### config.mk
export PLATFORM = sky130hd
export DESIGN_NAME = alu_seq_issuer
export DESIGN_NICKNAME = d
export VERILOG_FILES = /design/src/rtl/alu_seq_issuer.sv
export SDC_FILE = /design/constraint.sdc
export NUM_CORES = 1
export LEC_CHECK = 0
export ABC_AREA = 1
export CAP_MARGIN = 20
export CORE_ASPECT_RATIO = 1.5
export CORE_MARGIN = 3
export CORE_UTILIZATION = 29
export DETAILED_ROUTE_END_ITERATION = 16
export MAX_ROUTING_LAYER = met4
export PLACE_DENSITY_LB_ADDON = 0.25
export SETUP_SLACK_MARGIN = 0.02
export SLEW_MARGIN = 20
export SYNTH_ARGS = -nofsm -noshare
export SYNTH_HDL_FRONTEND = slang
export SYNTH_SLANG_ARGS = --single-unit
export TNS_END_PERCENT = 30
### constraint.sdc
create_clock -name clk -period 2 [get_ports clk]
set_input_delay 0.4 -clock clk [delete_from_list [all_inputs] [get_ports clk]]
set_output_delay 0.4 -clock clk [all_outputs]
set_load 0.005 [all_outputs]
### src/rtl/alu_seq_issuer.sv
// rtl/alu_seq_issuer.sv - request/response sequencer driving a 3-bit-opcode combinational ALU
// Synthesizes SLL, signed SLT and SRA as multi-pass sequences; optional counters under ALU_SEQ_PERF_EN.
module alu_seq_issuer #(
  parameter logic [2:0] IDLE_OP = 3'b000,
  parameter int         SHAMT_W = 5
) (
  input  logic        clk,
  input  logic        rst_n,
  input  logic        req_valid,
  output logic        req_ready,
  input  logic [3:0]  req_op,
  input  logic [31:0] req_a,
  input  logic [31:0] req_b,
  output logic        rsp_valid,
  input  logic        rsp_ready,
  output logic [31:0] rsp_res,
  output logic        rsp_zero,
  output logic [31:0] alu_a,
  output logic [31:0] alu_b,
  output logic [2:0]  alu_op,
  input  logic [31:0] alu_res,
  input  logic        alu_zero
`ifdef ALU_SEQ_PERF_EN
  ,
  output logic [31:0] perf_passes,
  output logic [15:0] perf_zero_hits
`endif
);

  typedef enum logic [1:0] {S_IDLE, S_EXEC, S_DONE} state_t;

  localparam logic [2:0] OP_AND  = 3'b000;
  localparam logic [2:0] OP_OR   = 3'b001;
  localparam logic [2:0] OP_ADD  = 3'b010;
  localparam logic [2:0] OP_XOR  = 3'b011;
  localparam logic [2:0] OP_NOR  = 3'b100;
  localparam logic [2:0] OP_SRL  = 3'b101;
  localparam logic [2:0] OP_SUB  = 3'b110;
  localparam logic [2:0] OP_SLTU = 3'b111;
  localparam logic [31:0] SIGN_BIT = 32'h8000_0000;

  state_t               r_state, w_state_nxt;
  logic [3:0]           r_op;
  logic [31:0]          r_acc, r_tmp;
  logic [SHAMT_W-1:0]   r_cnt;
  logic [1:0]           r_step;
  logic                 r_neg;
  logic [31:0]          r_rsp_res;
  logic                 r_rsp_zero;

  logic [31:0]          w_alu_a, w_alu_b, w_shamt, w_res_cap;
  logic [2:0]           w_alu_op;
  logic                 w_last, w_acc_wr, w_tmp_wr, w_cnt_dec, w_force_zero;
  logic                 w_unused;

  assign w_shamt = {{(32-SHAMT_W){1'b0}}, r_tmp[SHAMT_W-1:0]};
  assign w_unused = alu_zero;

  // Pass decode: what the ALU sees this cycle and where its result goes at the edge.
  always_comb begin
    w_alu_a      = 32'd0;
    w_alu_b      = 32'd0;
    w_alu_op     = IDLE_OP;
    w_last       = 1'b0;
    w_acc_wr     = 1'b0;
    w_tmp_wr     = 1'b0;
    w_cnt_dec    = 1'b0;
    w_force_zero = 1'b0;
    if (r_state == S_EXEC) begin
      w_last  = 1'b1;
      w_alu_a = r_acc;
      w_alu_b = r_tmp;
      case (r_op)
        4'd0: w_alu_op = OP_ADD;
        4'd1: w_alu_op = OP_SUB;
        4'd2: w_alu_op = OP_AND;
        4'd3: w_alu_op = OP_OR;
        4'd4: w_alu_op = OP_XOR;
        4'd5: w_alu_op = OP_NOR;
        4'd6: w_alu_op = OP_SRL;
        4'd7: w_alu_op = OP_SLTU;
        4'd8: begin
          if (r_cnt == '0) begin
            w_alu_op = OP_OR;
            w_alu_b  = 32'd0;
          end else begin
            w_alu_op  = OP_ADD;
            w_alu_b   = r_acc;
            w_acc_wr  = 1'b1;
            w_cnt_dec = 1'b1;
            w_last    = (r_cnt == SHAMT_W'(1));
          end
        end
        4'd9: begin
          case (r_step)
            2'd0: begin
              w_alu_op = OP_XOR;
              w_alu_b  = SIGN_BIT;
              w_acc_wr = 1'b1;
              w_last   = 1'b0;
            end
            2'd1: begin
              w_alu_op = OP_XOR;
              w_alu_a  = r_tmp;
              w_alu_b  = SIGN_BIT;
              w_tmp_wr = 1'b1;
              w_last   = 1'b0;
            end
            default: w_alu_op = OP_SLTU;
          endcase
        end
        4'd10: begin
          // Negative operands are shifted in complemented form so zero-fill becomes sign-fill.
          if (!r_neg) begin
            w_alu_op = OP_SRL;
            w_alu_b  = w_shamt;
          end else begin
            case (r_step)
              2'd0: begin
                w_alu_op = OP_NOR;
                w_alu_b  = r_acc;
                w_acc_wr = 1'b1;
                w_last   = 1'b0;
              end
              2'd1: begin
                w_alu_op = OP_SRL;
                w_alu_b  = w_shamt;
                w_acc_wr = 1'b1;
                w_last   = 1'b0;
              end
              default: begin
                w_alu_op = OP_NOR;
                w_alu_b  = r_acc;
              end
            endcase
          end
        end
        default: begin
          w_alu_op     = OP_AND;
          w_alu_a      = 32'd0;
          w_alu_b      = 32'd0;
          w_force_zero = 1'b1;
        end
      endcase
    end
  end

  always_comb begin
    w_state_nxt = r_state;
    case (r_state)
      S_IDLE:  if (req_valid) w_state_nxt = S_EXEC;
      S_EXEC:  if (w_last)    w_state_nxt = S_DONE;
      S_DONE:  if (rsp_ready) w_state_nxt = S_IDLE;
      default: w_state_nxt = S_IDLE;
    endcase
  end

  assign w_res_cap = w_force_zero ? 32'd0 : alu_res;

  always_ff @(posedge clk or negedge rst_n) begin
    if (!rst_n) begin
      r_state    <= S_IDLE;
      r_op       <= 4'd0;
      r_acc      <= 32'd0;
      r_tmp      <= 32'd0;
      r_cnt      <= '0;
      r_step     <= 2'd0;
      r_neg      <= 1'b0;
      r_rsp_res  <= 32'd0;
      r_rsp_zero <= 1'b1;
    end else begin
      r_state <= w_state_nxt;
      if (r_state == S_IDLE && req_valid) begin
        r_op   <= req_op;
        r_acc  <= req_a;
        r_tmp  <= req_b;
        r_cnt  <= req_b[SHAMT_W-1:0];
        r_step <= 2'd0;
        r_neg  <= req_a[31];
      end else if (r_state == S_EXEC) begin
        if (w_acc_wr)  r_acc <= alu_res;
        if (w_tmp_wr)  r_tmp <= alu_res;
        if (w_cnt_dec) r_cnt <= r_cnt - SHAMT_W'(1);
        r_step <= r_step + 2'd1;
        if (w_last) begin
          r_rsp_res  <= w_res_cap;
          r_rsp_zero <= (w_res_cap == 32'd0);
        end
      end
    end
  end

`ifdef ALU_SEQ_PERF_EN
  logic [31:0] r_perf_passes;
  logic [15:0] r_perf_zero_hits;

  always_ff @(posedge clk or negedge rst_n) begin
    if (!rst_n) begin
      r_perf_passes    <= 32'd0;
      r_perf_zero_hits <= 16'd0;
    end else if (r_state == S_EXEC) begin
      r_perf_passes <= r_perf_passes + 32'd1;
      if (alu_zero && r_perf_zero_hits != 16'hFFFF)
        r_perf_zero_hits <= r_perf_zero_hits + 16'd1;
    end
  end

  assign perf_passes    = r_perf_passes;
  assign perf_zero_hits = r_perf_zero_hits;
`endif

  assign req_ready = (r_state == S_IDLE);
  assign rsp_valid = (r_state == S_DONE);
  assign rsp_res   = r_rsp_res;
  assign rsp_zero  = r_rsp_zero;
  assign alu_a     = w_alu_a;
  assign alu_b     = w_alu_b;
  assign alu_op    = w_alu_op;

endmodule

==> metrics.yaml, run 1 <==
worst_setup_path:
  worst-path-stages: 10
  reg2reg_depth: 13
  critPathCaptureType: "primary output"
  r2r-end: "rsp_zero"
layout:
  area.share.sequential_pct: 27.6
  final_design_area_no_fill_mm2: 0.0101
  clkCellAreaFrac_pct: 3.07
  drive_gt1_share_pct: 28.0
  clkbuf_count: 11
  comb_multi_in: 628
  insertedDiodeCount: 3
drt:
  route.detailed.vias_per_inst: 5.01
  met2_wirelength_um: 12700
floorplan:
  floorplan.core_util_pct: 29.9
  rows: 64
yosys:
  synth.largest_area_cell: "dfrtp_1"
  asyncSetResetFlopFracSynth_pct: 100
  ys.warnings.count: 0
  synth_top_cells_by_count: "257 x nand2_1, 116 x nor2_1, 110 x dfrtp_1"
grt:
  grt_max_degree: 50
  via_count_of_the_first_global_routing_pass: 6863
sta:
  maxClockFrequency_ghz: 0.419
  postLayoutSetupSlackWorst_ns: -0.389
  fin_crit_sh_pct: 119
  worst_clock_skew_ns: 0.00706
  finalSetupViolations: 67
power:
  power_group_with_the_highest_consumption: "combinational cells"
  pwr-share-clk_pct: 12.3
  static-leakage-power_nw: 4.63
clock_tree:
  cts-htree-levels: 3
run_status:
  outcome: "finished with violations"
  violated_checks: "setup timing"
place:
  dpl_worst_slack_ns: -0.423
## run 1: state kept, by name, summed over array words and instances, names as in the netlist
register	count
r_acc	32
r_tmp	32
rsp_res	32
r_cnt	5
r_op	4
r_state	2
r_step	2
r_neg	1
rsp_zero	1
## run 1: cells by family after synthesis
logic type	synth area share (%)
compound gates	17.5
xor+xnor	0.283
fa+ha+maj	1.01
buf+inv	6.25
flops	44.9
simple gates	30.0
## run 1: stage by stage
step,utilization [%],cells
after global routing,48.7,1361
after detailed placement,44.0,1306
after CTS,48.3,1352
final,48.7,1364
after floorplan,-,820
after global placement,44.0,1306
## run 1: timing repair
item	4_1_cts	5_1_grt
pin swaps	43	39
cloned	3	1
endpoints found under the setup margin	69	107
gates resized	341	37
setup buffers	27	11
==> run_1/flops_by_reg.png <==
Scale bar: 50 µm. Other sequential cells in the stronger grey, the rest of the logic in the fainter grey.
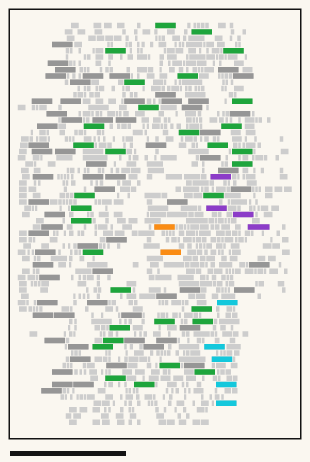
colour	signal	sequential cells
cyan	r_cnt	5
orange	r_step	2
green	r_tmp	32
purple	r_op	4

==> run_1/io_fan.png <==
Scale bar: 50 µm.
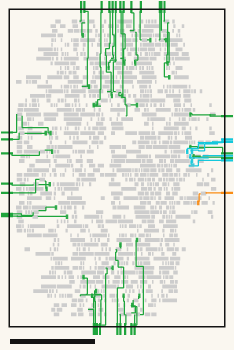
colour	port	direction	end cells	buffers	wire
green	req_a	input	32	32	1,120 µm
cyan	req_op	input	4	4	109 µm
orange	rsp_valid	output	1	1	16.3 µm

==> run_1/power_grid.png <==
Scale bar: 50 µm. Pins as bars on the die edge. Tap cells in grey.
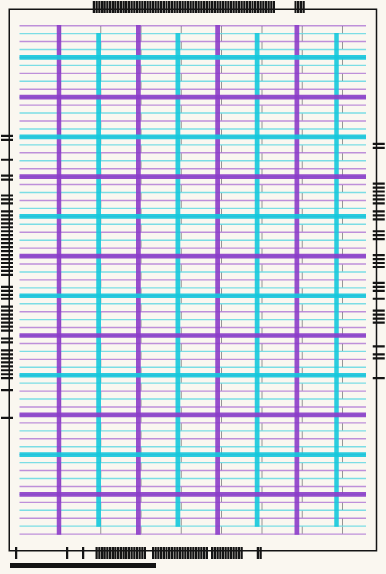
colour	net
cyan	VDD
purple	VSS
rows	64
met1 rails	65
signal pins	207
tap cells	264
met5 straps	12
Std-Cell Core Area: 0.0207 mm²
Worst IR Drop VDD: 0.606 mV
Die Width: 125 µm
overall die height: 185 µm

==> run 2, diff against run 1 <==
--- a/config.mk
+++ b/config.mk
@@ -7,9 +7,11 @@
 export LEC_CHECK = 0
 export ABC_AREA = 1
 export CAP_MARGIN = 20
+export CELL_PAD_IN_SITES_DETAIL_PLACEMENT = 1
+export CELL_PAD_IN_SITES_GLOBAL_PLACEMENT = 2
 export CORE_ASPECT_RATIO = 1.5
 export CORE_MARGIN = 3
-export CORE_UTILIZATION = 29
+export CORE_UTILIZATION = 25
 export DETAILED_ROUTE_END_ITERATION = 16
 export MAX_ROUTING_LAYER = met4
 export PLACE_DENSITY_LB_ADDON = 0.25
==> run_2/io_fan.png <==
Scale bar: 50 µm.
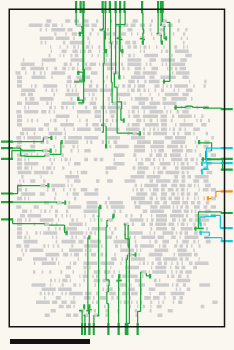
colour	port	direction	end cells	buffers	wire
green	req_a	input	32	32	1,370 µm
orange	rsp_valid	output	1	1	10.1 µm
cyan	req_op	input	4	4	102 µm
IO Port Bufs: 205
IO Count: 207

==> run 2 against run 1 <==
Highest routed layer unchanged. Synthesized cell count unchanged. Sequential share of layout area shrank 0.23 points. Clock power is 6% lower. Fmax decreased by 1.3%. Via count shrank 0.23%. Non-clock buffer count is 8 lower. Total power up 1.7%. Register-to-register slack lost 0.03 ns. The flow still finishes with violations (setup timing).
==> metrics.yaml, run 2 <==
layout:
  comb_multi_in: 628
  drive_gt1_share_pct: 27.9
  insertedDiodeCount: 3
  clkCellAreaFrac_pct: 2.74
clock_tree:
  cts-htree-levels: 3
sta:
  maxClockFrequency_ghz: 0.413
  worst_clock_skew_ns: 0.00595
  postLayoutSetupSlackWorst_ns: -0.421
  fin_crit_sh_pct: 121
  finalSetupViolations: 71
run_status:
  violated_checks: "setup timing"
  outcome: "finished with violations"
worst_setup_path:
  reg2reg_depth: 13
  r2r-end: "rsp_res[17]"
  critPathCaptureType: "primary output"
grt:
  via_count_of_the_first_global_routing_pass: 7349
  grt_max_degree: 49
power:
  worst_ir_drop_vdd_mv: 0.580
place:
  dpl_worst_slack_ns: -0.410
drt:
  route.detailed.vias_per_inst: 4.83
  met2_wirelength_um: 15200
floorplan:
  floorplan.core_util_pct: 25.8
  die_height_um: 199
  fp.dieW_um: 134
## run 2: cell counts after synthesis
Identical to the previous run, type by type.
## run 2: logic make-up (layout without fill, tap and decap cells)
| kind of cell | Yosys count | count (layout) | synth area share (%) |
|---|---|---|---|
| DFF | 111 | 111 | 44.9 |
| xor gates and xnor gates | 2 | 2 | 0.283 |
| and+or+nand+nor | 455 | 455 | 30.0 |
| other | 0 | 3 | 0 |
| buffers and inverters | 81 | 349 | 6.25 |
| AOI/OAI and AO/OA | 166 | 166 | 17.5 |
| adders and majority gates | 5 | 5 | 1.01 |
## run 2: worst min-delay path, stage by stage, from the launching register on
cell	delay (ns)
dfstp_2	0.37
nand2_1	0.06
nand2_1	0.05
Power and IR drop assume default switching activity.
